==> images/layer_met3.png <==
Drawn at 1 px/um.
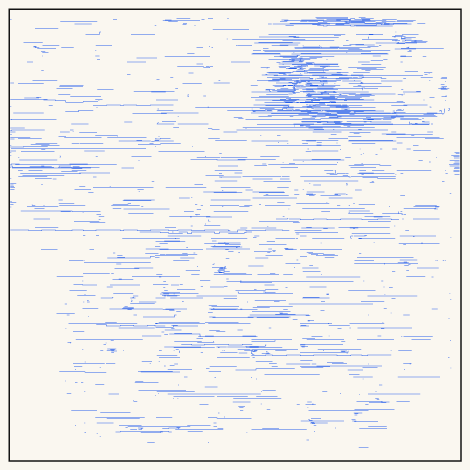
==> images/placement_by_type.png <==
Drawn at 1 px/um.
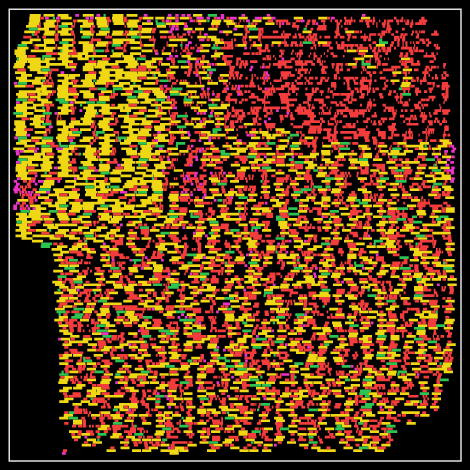
==> config.mk <==
export PLATFORM = sky130hd
export DESIGN_NAME = r_type_multicycle_core
export DESIGN_NICKNAME = d
export VERILOG_FILES = /design/src/rtl/r_type_multicycle_core.sv
export SDC_FILE = /design/constraint.sdc
export NUM_CORES = 2
export LEC_CHECK = 0
export CELL_PAD_IN_SITES_DETAIL_PLACEMENT = 0
export CELL_PAD_IN_SITES_GLOBAL_PLACEMENT = 2
export CORE_MARGIN = 3
export CORE_UTILIZATION = 46
export CTS_BUF_LIST = sky130_fd_sc_hd__clkbuf_8 sky130_fd_sc_hd__clkbuf_16
export CTS_CLUSTER_SIZE = 20
export DETAILED_ROUTE_END_ITERATION = 7
export HOLD_SLACK_MARGIN = 0.05
export PLACE_DENSITY_LB_ADDON = 0.15
export SETUP_SLACK_MARGIN = 0.4
export SLEW_MARGIN = 0
export SYNTH_ARGS = -nofsm -noshare
export SYNTH_HDL_FRONTEND = slang
export SYNTH_SLANG_ARGS = --single-unit
==> constraint.sdc <==
create_clock -name clk -period 53.6 [get_ports clk]
set_clock_uncertainty 0.05 [all_clocks]
set_input_delay 16.08 -clock clk [delete_from_list [all_inputs] [get_ports clk]]
set_output_delay 16.08 -clock clk [all_outputs]
set_load 0.1 [all_outputs]
==> Changelog: implementation <==
### Changed

- Status: finished clean
- Pin count of the biggest net entering global routing: between 150 and 200
- WS Path Type: in -> async
- Final Util: between 50% and 60%
- Logic Gate Count: around 4500
- Hold_buf cts: 0
- Post-synth EDFFs: 512
- Fillers: roughly 17000
- Crit path max fanout: 107
- Top power group: combinational logic
- Post-DP Area: 94300 um2
- First-pass GRT wire length: about 460000 um
- Residual DRC count: 0
- Final WS setup: roughly 32 ns
- Lkg Pwr: between 40 and 50 nW
- Count of cell types in the netlist: approximately 95
- Clock transition at path regs: 0.06 ns
- CP dominant cell by count: buf_4
- I/O pin total: 102
- Flop+latch power: approximately 1.8 mW
- Buf/Inv on CP: 8
- Setup repair after global routing missed its margin: no
- Main area contributors: dfrtp_1 (31%), edfxtp_1 (17%), mux2_2 (14%), mux4_2 (10%), mux2i_1 (5.9%)
- Cell with the most instances after synthesis: mux2_2
- Synthesis area per yosys: slightly above 90000 um2
- Worst endpoint required time: ~54 ns
- Gp weighted congestion: about 1
- Late-Pin Clk Latency: 0.87 ns
- Most instantiated logic cell after routing: mux2_2
- Primary flip-flop cell chosen by synthesis mapping: dfrtp_1
- Final clock-cell share: approximately 6.4%
- Vias in the first global route: around 62000
- Pre-CTS setup slack: 31.03 ns
- DP HPWL: about 190000 um
- Non-filler cells, final: ~9600
- Worst hold margin: around 0.35 ns
- Routed WL per cell: 33.3 um
- Vias per cell: roughly 6.5
- WP data arrival: between 20 and 25 ns
- Antenna Nets Post-Route: 0
- Cells after synthesis: about 7000
- Worst reg2reg path depth: 13
- Final setup violation count: 0
- Flop share of the area: a little under half
- CTS tree: yes
- Max FFs per register: 1024
- Combinational share of cell area: between 40% and 50%
- Synth cell count leaders: mux2_2 (1139), dfrtp_1 (1137), mux2i_1 (532)
- Met3 WL: approximately 23000 um
- XOR-XNOR Cells, Area Fraction: less than 1%
- Basic Gates by Area: under 10%
- Global Route Usage Sum: between 30% and 40%
- Layer with the highest usage: met2
- Core box area: 196000 um2
- Share of layout cells above drive strength 1: between 30% and 40%
- Gate power share: between 40% and 50%
- H-Tree Depth: 4
- Sequential cells: between 1500 and 2000
- OpenROAD warning count: 109
- Clock power share: between 20% and 30%
- Worst reg2reg setup slack: between 40 and 50 ns
- Die area: 203000 um2
- Power density cells: around 55 nW/um2
- Clk buf depth: 3
- # nets final: between 6000 and 7000
- Yosys synthesis warning count: 0
- Global route overflow: 0
- Critical Path End Type: asynchronous set/reset pin
- CP startpoint kind: input pin
- Routed wl met2: 146000 um
- FF+latch area: about 46000 um2
- Worst Hold Path Cells: 0
- Most frequent cells in the layout: mux2_2 (1139), dfrtp_1 (1118), mux2i_1 (532)
- Area Overhead vs Synth: 11.1%
- Adder Area Share: between 1.5 and 2%
- DR top layer: met5
- Synthesized Nets: 7117
- Dpl cells: roughly 9000
- Worst hold path type: reg -> reg
- Met1 usage: between 40% and 50%
- FP Util: about 46%
- Syn Area/Cell: approximately 13 um2
- Path length in cells of the critical path: 8
- Slowest cell on crit path: buf_4
- Sum of negative setup slack: 0 ns
- Mux share: 30.0%
- Rel. slew slack: 14.4%
- PostCTS Resize Cnt: 0
- TritonCTS buffer count: between 150 and 200
- TritonCTS Sinks: between 1500 and 2000
- Sequential area share after synthesis: roughly 51%
- Cells along the critical path: clkdlybuf4s50_1, inv_8, buf_4, buf_4, buf_4, buf_4, buf_4, buf_4
- Die width: 450 um
- Diode count: 4
- Total iterations of the first detailed-routing run: 7
- Yosys reg bits: between 1500 and 2000
- Synth area leader: dfrtp_1
- Post-CTS Repair Setup Buffers: 0
- Sequential power share: 32.6%
- Initial antenna violation count: 16
- Max Cap Viol: 0
- CP max stage delay: between 0.8 and 0.9 ns
- Sw Ratio: between 40% and 50%
- Non-clock buffers, area share: 2.29%
- GR Layer Usage met2: between 40% and 50%
- Post-Syn Area: 90800 um2
- Pint: around 3.1 mW
- Max IR drop VDD: between 30 and 40 uV
- Post-synth ARST share: between 70% and 80%
- Yosys Instances: roughly 7000
- Synth top area share: between 30% and 40%
- Port-buffer cells: roughly 100
- Max Fclk: 0.0465 GHz
- TAP cells: 2624
- Layout clock buffer count: 227
- Yosys aoi share: 9.69%
- Pins Over Slew Limit: 0
- Multi-input combinational cell area: 42300 um2
- Final hold violation count: 0
- Initial DRC Count: between 6000 and 7000
- Period utilization: between 40% and 50%
- Worst Max-Slew Pin Slew: 1.25 ns
- Non-Clock Inverter Count: between 100 and 150
- Crit path max-delay family: buffers and inverters
-- layer_met3.png (at the start) --
The longest straight run is 180 um. 646 nets have wire on it.
met3 usage: 5.85%
total number of vias: 62500
routed wire length: 319000 um

-- placement_by_type.png (at the start) --
Green marks clock drivers and dummy loads, cells 356, share of their area 6.7%. Magenta marks remaining buffers and delay cells, cells 268, share of their area 2.4%. Red marks combinational and other logic, cells 4585, share of their area 44%. Yellow marks sequential cells, cells 1729, share of their area 47%.
Design Area, Final: 101000 um2
# rows: 162

Power figures rest on the tool's default switching activity, not on a simulated workload.
